### src/rtl/pad_stream_adapter.sv
// Stream adapter between the narrow pad ring and the Winograd core: assembles
// pad beats into core words through an ingress FIFO and serialises results back out.
module pad_stream_adapter #(
    parameter int PAD_W      = 10,
    parameter int DATA_W     = 20,
    parameter int TILE_IN    = 16,
    parameter int TILE_OUT   = 4,
    parameter int FIFO_DEPTH = 4
) (
    input  logic              clk,
    input  logic              rst,
    input  logic [PAD_W-1:0]  pad_d,
    input  logic              pad_d_vld,
    output logic              pad_d_rdy,
    output logic [DATA_W-1:0] in_data,
    output logic              in_valid,
    input  logic              in_ready,
    output logic              in_last,
    input  logic [DATA_W-1:0] out_data,
    input  logic              out_valid,
    input  logic              out_last,
    output logic              out_ready,
    output logic [PAD_W-1:0]  pad_z,
    output logic              pad_z_vld,
    output logic              pad_z_sof,
    output logic              err_frame
);
    localparam int BEATS  = DATA_W / PAD_W;
    localparam int BIDX_W = (BEATS > 1) ? $clog2(BEATS) : 1;
    localparam int PTR_W  = $clog2(FIFO_DEPTH);
    localparam int ICNT_W = (TILE_IN > 1) ? $clog2(TILE_IN) : 1;
    localparam int OCNT_W = (TILE_OUT > 1) ? $clog2(TILE_OUT) : 1;

    localparam logic [BIDX_W-1:0] LAST_BEAT = BIDX_W'(BEATS - 1);
    localparam logic [ICNT_W-1:0] LAST_IN   = ICNT_W'(TILE_IN - 1);
    localparam logic [OCNT_W-1:0] LAST_OUT  = OCNT_W'(TILE_OUT - 1);

    // ---------------- ingress assembly and FIFO ----------------
    logic [BIDX_W-1:0] ibeat_reg;
    logic [DATA_W-1:0] asm_reg;
    logic [DATA_W-1:0] asm_word;
    logic [DATA_W-1:0] fifo_mem [FIFO_DEPTH];
    logic [PTR_W:0]    wr_ptr_reg;
    logic [PTR_W:0]    rd_ptr_reg;
    logic [ICNT_W-1:0] icnt_reg;
    logic              fifo_empty;
    logic              fifo_full;
    logic              beat_acc;
    logic              push;
    logic              pop;

    assign fifo_empty = (wr_ptr_reg == rd_ptr_reg);
    assign fifo_full  = (wr_ptr_reg[PTR_W] != rd_ptr_reg[PTR_W]) &&
                        (wr_ptr_reg[PTR_W-1:0] == rd_ptr_reg[PTR_W-1:0]);

    assign in_valid  = !fifo_empty;
    assign pop       = in_valid && in_ready;
    // A pop frees a slot in the same cycle, so a full FIFO can still take a beat.
    assign pad_d_rdy = !rst && (!fifo_full || pop);
    assign beat_acc  = pad_d_vld && pad_d_rdy;
    assign push      = beat_acc && (ibeat_reg == LAST_BEAT);

    // The incoming beat overlays its slot so the final beat forms the complete word.
    generate
        for (genvar gi = 0; gi < BEATS; gi++) begin : g_asm
            assign asm_word[gi*PAD_W +: PAD_W] =
                (ibeat_reg == BIDX_W'(gi)) ? pad_d : asm_reg[gi*PAD_W +: PAD_W];
        end
    endgenerate

    assign in_data = in_valid ? fifo_mem[rd_ptr_reg[PTR_W-1:0]] : '0;
    assign in_last = in_valid && (icnt_reg == LAST_IN);

    always_ff @(posedge clk) begin
        if (push) begin
            fifo_mem[wr_ptr_reg[PTR_W-1:0]] <= asm_word;
        end
    end

    always_ff @(posedge clk) begin
        if (rst) begin
            ibeat_reg  <= '0;
            asm_reg    <= '0;
            wr_ptr_reg <= '0;
            rd_ptr_reg <= '0;
            icnt_reg   <= '0;
        end else begin
            if (beat_acc) begin
                asm_reg   <= asm_word;
                ibeat_reg <= (ibeat_reg == LAST_BEAT) ? '0 : ibeat_reg + 1'b1;
            end
            if (push) begin
                wr_ptr_reg <= wr_ptr_reg + 1'b1;
            end
            if (pop) begin
                rd_ptr_reg <= rd_ptr_reg + 1'b1;
                icnt_reg   <= (icnt_reg == LAST_IN) ? '0 : icnt_reg + 1'b1;
            end
        end
    end

    // ---------------- egress serializer ----------------
    typedef enum logic {IDLE, SEND} state_t;

    state_t            state_reg;
    state_t            state_next;
    logic [BIDX_W-1:0] obeat_reg;
    logic [DATA_W-1:0] cap_reg;
    logic [OCNT_W-1:0] ocnt_reg;
    logic              err_reg;
    logic [PAD_W-1:0]  pad_z_reg;
    logic              pad_z_vld_reg;
    logic              pad_z_sof_reg;
    logic              capture;
    logic [PAD_W-1:0]  cap_beats [BEATS];
    logic [PAD_W-1:0]  next_beat;

    generate
        for (genvar gi = 0; gi < BEATS; gi++) begin : g_cap
            assign cap_beats[gi] = cap_reg[gi*PAD_W +: PAD_W];
        end
    endgenerate

    // Beat following the one currently on the pads.
    always_comb begin
        next_beat = cap_beats[0];
        for (int i = 1; i < BEATS; i++) begin
            if (obeat_reg == BIDX_W'(i - 1)) begin
                next_beat = cap_beats[i];
            end
        end
    end

    always_comb begin
        state_next = state_reg;
        out_ready  = 1'b0;
        case (state_reg)
            IDLE: begin
                out_ready = 1'b1;
                if (out_valid) begin
                    state_next = SEND;
                end
            end
            SEND: begin
                if (obeat_reg == LAST_BEAT) begin
                    state_next = IDLE;
                end
            end
            default: state_next = IDLE;
        endcase
    end

    assign capture = (state_reg == IDLE) && out_valid;

    always_ff @(posedge clk) begin
        if (rst) begin
            state_reg <= IDLE;
        end else begin
            state_reg <= state_next;
        end
    end

    // Beat 0 is launched straight from out_data so it appears the cycle after capture.
    always_ff @(posedge clk) begin
        if (rst) begin
            obeat_reg     <= '0;
            cap_reg       <= '0;
            ocnt_reg      <= '0;
            err_reg       <= 1'b0;
            pad_z_reg     <= '0;
            pad_z_vld_reg <= 1'b0;
            pad_z_sof_reg <= 1'b0;
        end else if (capture) begin
            cap_reg       <= out_data;
            obeat_reg     <= '0;
            pad_z_reg     <= out_data[PAD_W-1:0];
            pad_z_vld_reg <= 1'b1;
            pad_z_sof_reg <= (ocnt_reg == '0);
            if (out_last != (ocnt_reg == LAST_OUT)) begin
                err_reg <= 1'b1;
            end
            // A marked last always realigns the tile, even when it came early.
            ocnt_reg <= (out_last || (ocnt_reg == LAST_OUT)) ? '0 : ocnt_reg + 1'b1;
        end else if (state_reg == SEND) begin
            pad_z_sof_reg <= 1'b0;
            if (obeat_reg == LAST_BEAT) begin
                pad_z_vld_reg <= 1'b0;
            end else begin
                obeat_reg <= obeat_reg + 1'b1;
                pad_z_reg <= next_beat;
            end
        end
    end

    assign pad_z     = pad_z_reg;
    assign pad_z_vld = pad_z_vld_reg;
    assign pad_z_sof = pad_z_sof_reg;
    assign err_frame = err_reg;

endmodule

### config.mk
export PLATFORM = sky130hd
export DESIGN_NAME = pad_stream_adapter
export DESIGN_NICKNAME = d
export VERILOG_FILES = /design/src/rtl/pad_stream_adapter.sv
export SDC_FILE = /design/constraint.sdc
export NUM_CORES = 1
export LEC_CHECK = 0
export CAP_MARGIN = 20
export CORE_ASPECT_RATIO = 0.6
export CORE_MARGIN = 1
export CORE_UTILIZATION = 55
export DETAILED_ROUTE_END_ITERATION = 8
export PLACE_DENSITY = 0.79
export SLEW_MARGIN = 20
export SYNTH_ARGS = -nofsm -noshare
export SYNTH_HDL_FRONTEND = slang
export SYNTH_SLANG_ARGS = --single-unit
### constraint.sdc
create_clock -name clk -period 4.29 [get_ports clk]
set_input_delay 1.287 -clock clk [delete_from_list [all_inputs] [get_ports clk]]
set_output_delay 1.287 -clock clk [all_outputs]
set_load 0.01 [all_outputs]
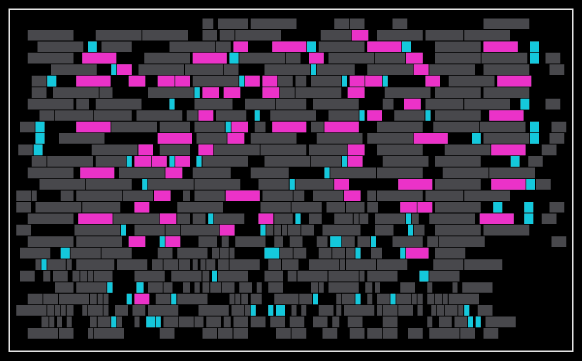
(images/gates.png)
| color | family | cells |
|---|---|---|
| magenta | mux cells | 64 |
| cyan | nor cells | 69 |

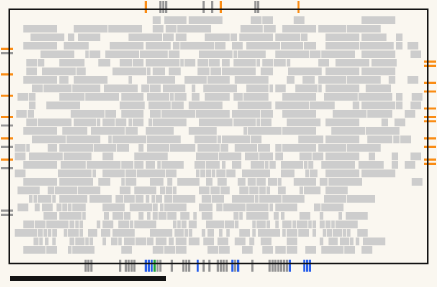
(images/pinout.png)
The bar under the picture is 50 um long. Pins as bars across the die edge, other pins in gray.
| color | port | pins | direction | edge |
|---|---|---|---|---|
| blue | pad_z | 10 | output | south |
| green | pad_z_sof | 1 | output | south |
| orange | in_data | 20 | output | 11 east, 6 west, 3 north |
all pins by edge: 40 south, 12 west, 11 east, 10 north

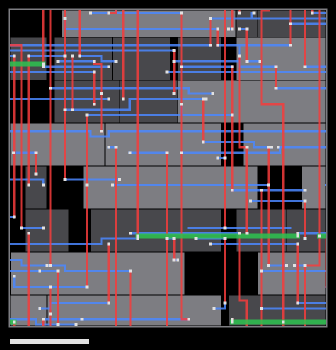
(images/closeup.png)
The bar under the picture is 5 um long. Region (57, 47) to (77, 67) um. Cells in gray, sequential cells in the stronger gray; small squares are vias.
| color | layer |
|---|---|
| red | M2 |
| blue | M1 |
| green | M3 |
sequential cells in the window: 8
most frequent: edfxtp_1 (5), dfxtp_1 (3)
cells with their middle in the window: 20
netlist names of flops here include: fifo_mem (5), asm_reg (2)

==> flow_summary.ini <==
; implementation run metrics
[run_status]
status = completed

[sta]
hold-worst-slack_ns = 0.467
drv_slew = 0
timing.setup.tns_ns = 0
worst_slew_pin_slew_ns = 1.11
worst_slew_margin_rel_pct = 26.3
hold_viol = 0
max_freq_ghz = 0.254
setup_violating_endpoint_count_in_the_final_report = 0
post-route-min-period_ns = 3.94

[layout]
clockBufferCount = 17
fillerInstances = 644
area.growth.synth_to_final_pct = 25.7
finalNetCount = 533
layout.comb_gates.multi_input = 236
top_area_cell_class = sequential cells
flip_flop_count_of_the_largest_register_all_copies_and_words_added = 80
final_standard_cell_count_with_taps_included_and_fillers_excluded = 636
logic_area_mm2 = 0.00191
finalInstanceArea_mm2 = 0.00715
comb-cell-share_pct = 26.7
n_all_inverters = 11
final_core_util_pct = 71.9
area_share_clock_buf_inv_pct = 8.90
mostFrequentLayoutCell = sky130_fd_sc_hd__edfxtp_1
sequential_fraction_of_total_cell_area_pct = 50.4
sequential_cell_total = 140

[run]
log.warning_count = 30

[placement]
dpl.cell_count = 604
place.gp.congestion = 0.747
number_of_buffers_inserted_by_port_buffering = 72
postPlaceCellArea_mm2 = 0.00652

[synth]
chip_area_in_the_yosys_report_mm2 = 0.00569
synthDominantCellAreaShare_pct = 42.2
adder_area_share_pct = 1.98
ranking_of_synthesized_cells_by_area = sky130_fd_sc_hd__edfxtp_1 (42%), sky130_fd_sc_hd__dfxtp_1 (21%), sky130_fd_sc_hd__mux4_2 (7.9%)
synth-simple-area-share_pct = 9.52
synth.area.mux_share_pct = 16.2
yosysWarnings = 0
largest_non_sequential_cell_family_by_area = multiplexers
syn-cell-area_mm2 = 0.00569
synth_xor_xnor_area_share_pct = 1.23
netlist.top_cell.by_area = sky130_fd_sc_hd__edfxtp_1
yosysCellCount = 412
syn_avg_cell_area_um2 = 13.8
ys_ff = 140
synth_nets = 457
syn_inst = 412
ys_sh_aoi_pct = 4.60
synthDistinctLibCells = 37
synth-seq-area-share_pct = 63.3

[die]
placeableCoreArea_mm2 = 0.00995
taps = 135
num_rows = 28
die_w_um = 133
floorplan.core_util_pct = 57.2
fp.dieH_um = 80.8
fp.dieArea_mm2 = 0.0108
io_pins = 73

[cts]
clock_tree_root = sky130_fd_sc_hd__clkbuf_16
postCtsSetupRepairBufs = 0
cts.path.max_buffers = 2
ctsHoldBuffers = 0
cts.reportedPaths.clkPinSlew_ns = 0.06
cts_tree = done
quantity_of_gates_resized_following_cts = 0
numCtsBuffers = 17

[worst_setup_path]
path_depth_of_the_worst_reg2reg_path = 4
worst_ep_arrival_time_ns = 2.65
worst_r2r_startpoint = wr_ptr_reg[1]
worstSetupPathType = flip-flop to primary output
cp.required_ns = 3.00
worstReg2RegEnd = fifo_mem[1][10]
worstPathMaxFanout = 14
regToRegSetupSlack_ns = 1.66
worstSetupStartpointType = flip-flop

[power_and_ir_drop]
power.switching_fraction_pct = 23.4
comb_cell_power_uw = 448
intPower_mw = 2.69
power.sequential.total_mw = 1.51
power.switching_uw = 824
power_frac_clock_pct = 44.4
combinationalPowerShare_pct = 12.7
power_per_cell_area_mw_per_mm2 = 491
ir_worst_vdd_uv = 353
dominant_power_group = clock
seq_power_share_pct = 42.9

[worst_hold_path]
hold-path-cell-count = 2
holdCritPathClass = flip-flop to flip-flop
end_of_the_worst_hold_path = cap_reg[11]

[detailed_routing]
drt-vias-per-instance = 5.43
drt_first_iter_violations = 282
antenna_violating_nets_post_route = 0
detailedRoute.firstPassIterationCount = 5
drc = 0

[global_routing]
grt_max_degree = 60
grt_remaining_overflow = 0
first_pass_grt_wire_length_mm = 17.5
via_count_of_the_first_global_routing_pass = 3305
global_route.usage.total_pct = 22.3
antenna_found_initial = 0
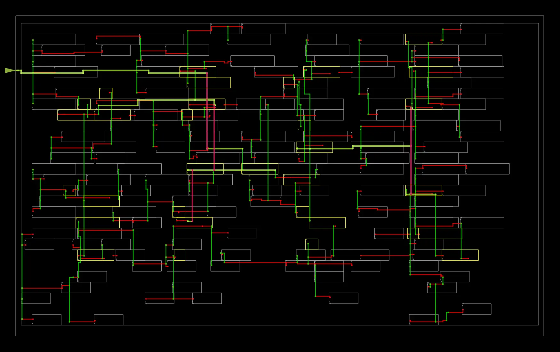
(images/clock_nets.png)
Clock net power: 1.56 mW
clk_lat worst skew: 0.41 ns
Fin Clk Skew: 0.00854 ns
count of clock tree sinks: 140

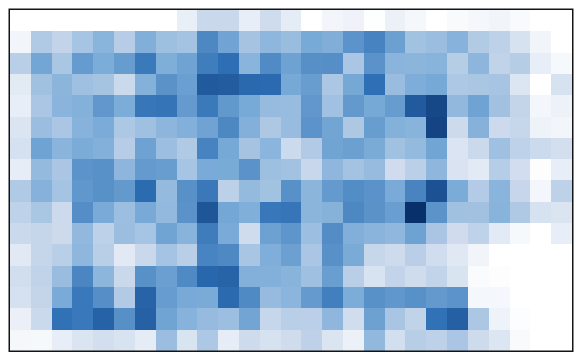
(images/route_heat.png)
27 x 16 tiles, from white (low) to dark blue (high), scaled to the fullest tile. Values are wire area over tile area, all layers added.
tiles over half the peak: 29%
nearly empty tiles: 7.6%
emptiest ninth of the die: south-east
mean over tiles: 0.17
detailed-route wire length per cell: 17.9 um
Total Routed Length: 11.4 mm
via total after detailed routing: 3452

## cells in the mapped netlist, drive strengths merged
cell type / n
and2: 5
inv: 11
xnor2: 4
nor4: 1
mux2: 21
buf: 9
or3: 1
nand2: 34
edfxtp: 80
nand4: 1
clkbuf: 16
a21oi: 18
a31o: 1
nand2b: 2
nor2: 43
mux4: 20
o31ai: 2
or3b: 1
a311oi: 10
nand3: 4
and3: 1
o311ai: 2
nor2b: 22
nor3b: 1
ha: 9
xor2: 4
dfxtp: 60
o41a: 1
o21ai: 2
o41ai: 1
nor3: 2
mux2i: 23
## critical path, stage by stage, from the launching register on
cell and delay [ns]:
sky130_fd_sc_hd__dfxtp_1 0.43, sky130_fd_sc_hd__xor2_1 0.21, sky130_fd_sc_hd__nor3_2 0.68, sky130_fd_sc_hd__buf_4 0.35, sky130_fd_sc_hd__nor2b_1 0.08, sky130_fd_sc_hd__clkdlybuf4s50_1 0.48
## routing by layer
metal / vias to the layer above / GRT usage, % / wire, um
met1: 1684 / 33.3 / 5470
met4: 0 / 7.84 / 70
met3: 9 / 5.12 / 755
met2: 105 / 32.3 / 5090
li1: 1654 / - / -
met5: - / 0 / 0
## through the flow
step	setup WS (ns)	power (mW)
floorplan	0.829	1.79
global placement	0.367	1.97
detailed placement	0.378	1.98
CTS	0.318	3.54
global route	0.193	3.64
finish	0.354	3.52
## how the worst max path moves through the flow
stage	from	slack (ns)	cells past startpoint	to
3_5_place_dp	in_ready	0.38	4	pad_d_rdy
3_3_place_gp	in_ready	0.37	4	pad_d_rdy
5_1_grt	wr_ptr_reg[1]	0.19	5	in_data[0]
4_1_cts	wr_ptr_reg[1]	0.32	5	in_data[0]
6_report	wr_ptr_reg[1]	0.35	5	in_data[7]
2_1_floorplan	rst	0.83	4	pad_d_rdy
Power and IR drop assume default switching activity.
